[src/rtl/some_stream_buffer_if.sv]
// Valid/ready stream bundle for some_stream_buffer.
// Carries both the upstream (in_*) and downstream (out_*) channels.
interface some_stream_buffer_if #(
    parameter int WIDTH = 8
);
    logic             in_valid;
    logic             in_ready;
    logic [WIDTH-1:0] in_data;
    logic             out_valid;
    logic             out_ready;
    logic [WIDTH-1:0] out_data;

    // Producer/consumer side driving the buffer
    modport master (
        output in_valid,
        input  in_ready,
        output in_data,
        input  out_valid,
        output out_ready,
        input  out_data
    );

    // The buffer itself
    modport slave (
        input  in_valid,
        output in_ready,
        input  in_data,
        output out_valid,
        input  out_ready,
        output out_data
    );
endinterface

[src/rtl/some_stream_buffer.sv]
// Circular first-word-fall-through FIFO with occupancy and peak tracking.
// Ready/valid are registered-state only: no comb path from in_* to out_*.
module some_stream_buffer #(
    parameter int WIDTH = 8,
    parameter int DEPTH = 4
) (
    input  logic                         clk,
    input  logic                         rst,
    input  logic                         clr,
    some_stream_buffer_if.slave          bus,
    output logic [$clog2(DEPTH+1)-1:0]   count,
    output logic [$clog2(DEPTH+1)-1:0]   hwm
);
    localparam int AW = $clog2(DEPTH);
    localparam int CW = $clog2(DEPTH+1);

    localparam logic [CW-1:0] C_ONE  = CW'(1);
    localparam logic [CW-1:0] C_LAST = CW'(DEPTH - 1);

    typedef enum logic [1:0] {
        EMPTY   = 2'd0,
        PARTIAL = 2'd1,
        FULL    = 2'd2
    } state_t;

    state_t state, state_next;

    logic [WIDTH-1:0] mem [DEPTH];
    logic [AW-1:0]    wr_ptr, wr_ptr_next;
    logic [AW-1:0]    rd_ptr, rd_ptr_next;
    logic [CW-1:0]    count_next;
    logic [CW-1:0]    hwm_next;
    logic             push;
    logic             pop;

    // Handshake outputs derive from the state register only
    assign bus.in_ready  = (state != FULL);
    assign bus.out_valid = (state != EMPTY);
    assign bus.out_data  = bus.out_valid ? mem[rd_ptr] : '0;

    assign push = bus.in_valid & bus.in_ready;
    assign pop  = bus.out_valid & bus.out_ready;

    // Storage write; the array itself is never reset
    always_ff @(posedge clk) begin
        if (push && !clr) begin
            mem[wr_ptr] <= bus.in_data;
        end
    end

    // State, pointer, occupancy and peak registers
    always_ff @(posedge clk or posedge rst) begin
        if (rst) begin
            state  <= EMPTY;
            wr_ptr <= '0;
            rd_ptr <= '0;
            count  <= '0;
            hwm    <= '0;
        end else begin
            state  <= state_next;
            wr_ptr <= wr_ptr_next;
            rd_ptr <= rd_ptr_next;
            count  <= count_next;
            hwm    <= hwm_next;
        end
    end

    // Next-state: pointers wrap naturally at power-of-2 depth; clr wins
    always_comb begin
        state_next  = state;
        wr_ptr_next = wr_ptr;
        rd_ptr_next = rd_ptr;
        count_next  = count;
        hwm_next    = hwm;

        if (push) begin
            wr_ptr_next = wr_ptr + 1'b1;
        end
        if (pop) begin
            rd_ptr_next = rd_ptr + 1'b1;
        end
        if (push && !pop) begin
            count_next = count + 1'b1;
        end else if (pop && !push) begin
            count_next = count - 1'b1;
        end

        unique case (state)
            EMPTY: begin
                if (push) begin
                    state_next = PARTIAL;
                end
            end
            PARTIAL: begin
                if (push && !pop && count == C_LAST) begin
                    state_next = FULL;
                end else if (pop && !push && count == C_ONE) begin
                    state_next = EMPTY;
                end
            end
            FULL: begin
                if (pop) begin
                    state_next = PARTIAL;
                end
            end
            default: begin
                state_next = EMPTY;
            end
        endcase

        if (count_next > hwm) begin
            hwm_next = count_next;
        end

        if (clr) begin
            state_next  = EMPTY;
            wr_ptr_next = '0;
            rd_ptr_next = '0;
            count_next  = '0;
            hwm_next    = '0;
        end
    end
endmodule

[src/flat_wrapper.sv]
// flat-port wrapper written by rule: the top's interface ports become plain ports
module some_stream_buffer_flat 
#(
    parameter int WIDTH = 8,
    parameter int DEPTH = 4
)
  (clk, rst, clr, count, hwm, bus_in_valid, bus_in_ready, bus_in_data, bus_out_valid, bus_out_ready, bus_out_data);
  some_stream_buffer_if #(.WIDTH(WIDTH)) bus_i ();
  input  logic clk;
  input  logic rst;
  input  logic clr;
  output logic [$clog2(DEPTH+1)-1:0] count;
  output logic [$clog2(DEPTH+1)-1:0] hwm;
  input wire logic [$bits(bus_i.in_valid)-1:0] bus_in_valid;
  output wire logic [$bits(bus_i.in_ready)-1:0] bus_in_ready;
  input wire logic [$bits(bus_i.in_data)-1:0] bus_in_data;
  output wire logic [$bits(bus_i.out_valid)-1:0] bus_out_valid;
  input wire logic [$bits(bus_i.out_ready)-1:0] bus_out_ready;
  output wire logic [$bits(bus_i.out_data)-1:0] bus_out_data;
  assign bus_i.in_valid = bus_in_valid;
  assign bus_in_ready = bus_i.in_ready;
  assign bus_i.in_data = bus_in_data;
  assign bus_out_valid = bus_i.out_valid;
  assign bus_i.out_ready = bus_out_ready;
  assign bus_out_data = bus_i.out_data;
  some_stream_buffer #(.WIDTH(WIDTH), .DEPTH(DEPTH)) u_core (.clk(clk), .rst(rst), .clr(clr), .bus(bus_i), .count(count), .hwm(hwm));
endmodule
[config.mk]
export PLATFORM = sky130hd
export DESIGN_NAME = some_stream_buffer_flat
export DESIGN_NICKNAME = d
export VERILOG_FILES = /design/src/rtl/some_stream_buffer_if.sv /design/src/rtl/some_stream_buffer.sv /design/src/flat_wrapper.sv
export SDC_FILE = /design/constraint.sdc
export NUM_CORES = 1
export LEC_CHECK = 0
export ABC_AREA = 1
export CAP_MARGIN = 20
export CORE_ASPECT_RATIO = 2
export CORE_MARGIN = 8
export CORE_UTILIZATION = 40
export DETAILED_ROUTE_END_ITERATION = 8
export PLACE_DENSITY_LB_ADDON = 0.05
export SETUP_SLACK_MARGIN = 0.15
export SLEW_MARGIN = 15
export SYNTH_ARGS = -nofsm -noshare
export SYNTH_HDL_FRONTEND = slang
export SYNTH_SLANG_ARGS = --single-unit
export TNS_END_PERCENT = 100
[constraint.sdc]
create_clock -name clk -period 3.15 [get_ports clk]
set_input_delay 0.63 -clock clk [delete_from_list [all_inputs] [get_ports clk]]
set_output_delay 0.63 -clock clk [all_outputs]
set_load 0.02 [all_outputs]
==> results.json, run 1 <==
{
  "endpoint": "bus_out_data[2]",
  "place_ws_ps": 323,
  "setup_viol": 0,
  "fp_util": 0.408,
  "largest_reg_flops": 32,
  "cts_max_level": 2,
  "worst_pin_slew_ps": 528,
  "busiest_layer": "met2",
  "clk_latency_ps": 300,
  "grt_pass1_vias": 1484,
  "worstPathCellList": "inv_2 > o21ai_0 > a21oi_1 > clkdlybuf4s50_1",
  "power.density_nw_per_um2": 588,
  "num-clock-buffers": 5,
  "grt_use_total": 0.117,
  "finalCriticalPeriod_ps": 2710,
  "seqCellArea_um2": 1260,
  "reg2reg_depth": 16,
  "critPathKind": "reg -> out",
  "clkCellAreaFrac": 0.0435,
  "cp-startpoint": "u_core.rd_ptr[0]",
  "r2r_slack_ps": 830,
  "yosys.area_share.adder": 0.0633,
  "hold_class": "reg -> reg",
  "p_comb_w": 0.000421,
  "postSynthAreaPerCell_um2": 10.2,
  "numSynthFlops": 44,
  "seqPwrFrac": 0.446,
  "root_buffer": "clkbuf_8",
  "grtUsageMet1": 0.145,
  "min_period_over_period": 0.862,
  "synth_seq_share": 0.580,
  "swShare": 0.313,
  "grt_pass1_wl_um": 7300,
  "hold_path_depth": 2,
  "clkPwrFrac": 0.283,
  "vdd_drop_max_mv": 0.363,
  "rsz0062_at_grt": "false",
  "post_synth_ao_oa_area_fraction": 0.0852,
  "hold_viol": 0,
  "required_ps": 2520,
  "cts_tree": "built",
  "worstReg2RegStart": "u_core.state[1]",
  "grt_use_met2": 0.185,
  "clockBufferDepth": 2,
  "wl_um": 4510,
  "wire_per_inst_um": 14.6,
  "r2r-end": "u_core.hwm[0]",
  "drtPass1Iterations": 4,
  "max_stage_delay_ps": 630,
  "syn_inst": 214,
  "die_area_um2": 8190,
  "nFlopsAndLatches": 44,
  "drive_above_1_share": 0.137,
  "syn2layout_area_growth_pct": 21.8,
  "worstPathArrival_ps": 2080,
  "synthesis.nets": 238,
  "buffers": 32,
  "drtAntennaViolNets": 0,
  "via_count": 1506,
  "fmax_mhz": 368,
  "p_leak_nw": 1.10,
  "p_int_w": 0.00107,
  "cts-hold-fix-buffers": 0,
  "top_regs": "u_core.mem: 32 flops, u_core.count: 3 flops, u_core.hwm: 3 flops",
  "synth_warnings": 0,
  "lay_top_count": "nor2_1",
  "status": "finished, final reports clean",
  "finalNonFillerCells": 309,
  "clkTransAtPathRegs_ps": 80,
  "dp_hpwl_um": 3150,
  "combPwrFrac": 0.270,
  "nNetsFinal": 272,
  "taps": 60,
  "synth_area_um2": 2170,
  "use_met3": 0.0297,
  "final_area_um2": 2650,
  "n_all_inverters": 27,
  "yosys.area_share.simple": 0.211
}
[run 1: cells in the mapped netlist (all sizes together)]
cell     n  area share
buf      4       0.012
edfxtp  32        0.44
nand2   37       0.085
o31ai    2      0.0069
nor3     1      0.0023
nand4    3      0.0086
clkbuf   1      0.0017
inv     26       0.045
clkinv   1      0.0017
o21ai   20       0.048
ha      11       0.063
a21oi   11       0.025
a21boi   1      0.0052
nand3    9       0.025
nor2    43       0.090
dfrtp   12        0.14
[run 1: metal layers]
metal | part of all wire | up-vias
li1 | - | 774
met2 | 0.49 | 21
met3 | 0.039 | 6
met4 | 0.018 | 0
met1 | 0.45 | 705
met5 | 0 | -
[run 1: worst max-delay path, delay by kind of cell, from the launching register on]
kind,cells,cell delay [ps]
buffers and inverters,2,910
AND-OR/OR-AND,2,330
flip-flops,1,550
Fig. 1: run 1, placed standard cells
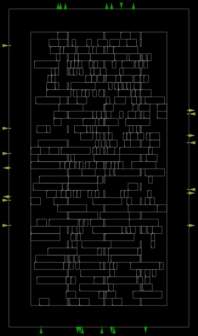
# fillers: 532
core area: 5330 um^2
Seq/total area: 0.477

Fig. 2: run 1, pin map
Drawn at 4 px/um. Pins as bars across the die edge, other pins in gray.
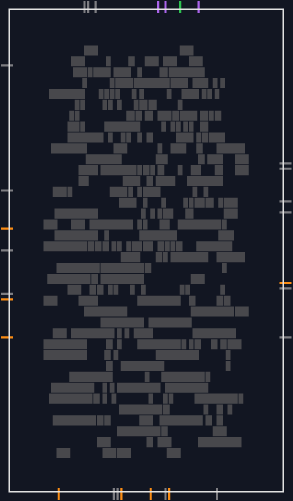
| port | color | pins | direction | edge |
|---|---|---|---|---|
| `bus_in_data` | orange | 8 | input | 4 bottom, 3 left, 1 right |
| `count` | purple | 3 | output | top |
| `clr` | green | 1 | input | top |
all pins by edge: 8 bottom, 7 left, 7 right, 7 top
DIE WIDTH: 68.1 um
die span in y: 120 um
count of input and output buffers: 28

Fig. 3: run 1, nets reached from selected ports
Drawn at 3 px/um.
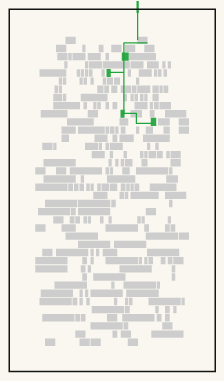
| port | color | direction | end cells | buffers | wire |
|---|---|---|---|---|---|
| `clr` | green | input | 4 | 1 | 59.6 um |
Ports: 29

==> run 2, diff against run 1 <==
--- a/config.mk
+++ b/config.mk
@@ -8,12 +8,12 @@
 export ABC_AREA = 1
 export CAP_MARGIN = 20
 export CORE_ASPECT_RATIO = 2
-export CORE_MARGIN = 8
+export CORE_MARGIN = 5
 export CORE_UTILIZATION = 40
 export DETAILED_ROUTE_END_ITERATION = 8
 export PLACE_DENSITY_LB_ADDON = 0.05
 export SETUP_SLACK_MARGIN = 0.15
-export SLEW_MARGIN = 15
+export SLEW_MARGIN = 30
 export SYNTH_ARGS = -nofsm -noshare
 export SYNTH_HDL_FRONTEND = slang
 export SYNTH_SLANG_ARGS = --single-unit
Fig. 4: run 2, nets reached from selected ports
Drawn at 3 px/um.
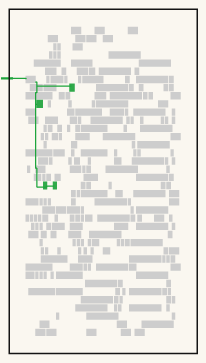

==> run 2 against run 1 <==
Clock skew decreased by 5.4 ps. Via count increased by 1.1%. Sequential share of layout area increased by 0.38 points. Non-clock buffer count increased by 2. Largest power group unchanged. First-iteration DRC count decreased by 23%. Core utilization decreased by 0.93 points. Synthesized cell count unchanged. Synthesized area unchanged.
==> results.json, run 2 <==
{
  "status": "finished, final reports clean",
  "finalCriticalPeriod_ps": 2680,
  "fp_util": 0.405,
  "grt_pass1_vias": 1552,
  "cp-startpoint": "u_core.rd_ptr[1]",
  "yosys.area.top_type": "edfxtp_1",
  "power.density_nw_per_um2": 553,
  "grt_pass1_wl_um": 7530,
  "synthArstFlopShare": 0.273,
  "critPathKind": "reg -> out",
  "p_leak_nw": 1.10,
  "dp_hpwl_um": 3630,
  "clkTransAtPathRegs_ps": 80,
  "cts_tree": "built",
  "max_stage_delay_ps": 620,
  "endpoint": "bus_out_data[3]",
  "worstReg2RegStart": "u_core.state[1]",
  "reg2reg_depth": 14,
  "wire_per_inst_um": 15.4,
  "met1_length_um": 1640,
  "setup_viol": 0,
  "top_cell_area_share": 0.442,
  "cts.sinks": 44,
  "worstPathCellList": "clkinv_1 > nor2_1 > o21ai_0 > a21oi_1 > clkdlybuf4s50_1",
  "ff_type": "edfxtp_1",
  "vdd_drop_max_mv": 0.345,
  "hold_path_depth": 2,
  "grtUsageMet1": 0.122,
  "routed-wl-met3_um": 125,
  "worstSetupPathDepth": 5,
  "drtAntennaViolNets": 0,
  "grt_use_total": 0.139,
  "finalNonFillerCells": 310,
  "worst_pin_slew_ps": 533,
  "via_count": 1522,
  "final_area_um2": 2620,
  "syn2layout_area_growth_pct": 20.6,
  "drtPass1Iterations": 4,
  "clkPwrFrac": 0.226,
  "seqPwrFrac": 0.474,
  "lay_top_count": "nor2_1",
  "required_ps": 2520,
  "synth_warnings": 0,
  "top_cells_by_count": "nor2_1, edfxtp_1, nand2_1",
  "cts_max_level": 2,
  "clk_latency_ps": 290,
  "nNetsFinal": 274,
  "busiest_layer": "met2",
  "p_int_w": 0.000984,
  "min_period_over_period": 0.849,
  "finalCoreUtilization": 0.488,
  "fp.dieH_um": 114,
  "drive_above_1_share": 0.124,
  "cts-hold-fix-buffers": 0,
  "synthesis.nets": 238,
  "use_met3": 0.0226,
  "largest_reg_flops": 32,
  "synth_area_um2": 2170,
  "area_leaders": "edfxtp_1, dfrtp_1, nor2_1",
  "fmax_mhz": 374,
  "place_ws_ps": 260,
  "edf_count": 32,
  "postSynthAreaPerCell_um2": 10.2,
  "combPwrFrac": 0.300,
  "wl_um": 4770,
  "coreArea_um2": 5370,
  "post_synth_ao_oa_area_fraction": 0.0852,
  "top_regs": "u_core.mem: 32 flops, u_core.count: 3 flops, u_core.hwm: 3 flops",
  "synth_seq_share": 0.580,
  "hold_viol": 0,
  "path_buffers": 2,
  "yosys.area_share.adder": 0.0633,
  "rsz0062_at_grt": "false",
  "root_buffer": "clkbuf_8",
  "wl_met2_um": 2930,
  "antennaDiodeCount": 0,
  "hold_class": "reg -> reg",
  "grt_use_met2": 0.293,
  "die_area_um2": 7100
}
Fig. 5: run 2, placed standard cells
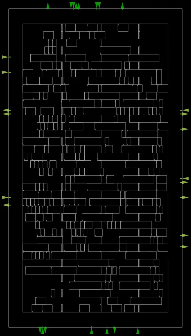
# fillers: 548
number of tapcells: 60

==> run 2: power groups by stage <==
| stage | combinational (W) | sequential [W] | clock, W |
|---|---|---|---|
| final | 0.000435 | 0.000687 | 0.000327 |
| after global routing | 0.000487 | 0.000693 | 0.000364 |
| after CTS | 0.000446 | 0.000688 | 0.000338 |
| after detailed placement | 0.000445 | 0.000701 | 0 |
| after global placement | 0.000444 | 0.000700 | 0 |
| after floorplan | 0.000254 | 0.000717 | 0 |
==> run 2: area by class of cell <==
cell class              instances  area, um^2
fillers                       548        2750
flip-flops and latches         44        1260
multi-input cells             138         782
repair buffers                 34         325
inverters                      27         101
well taps                      60        75.1
clock buffers                   6        72.6
clock inverters                 1        5.00
Power is estimated from default activity; no workload was simulated.
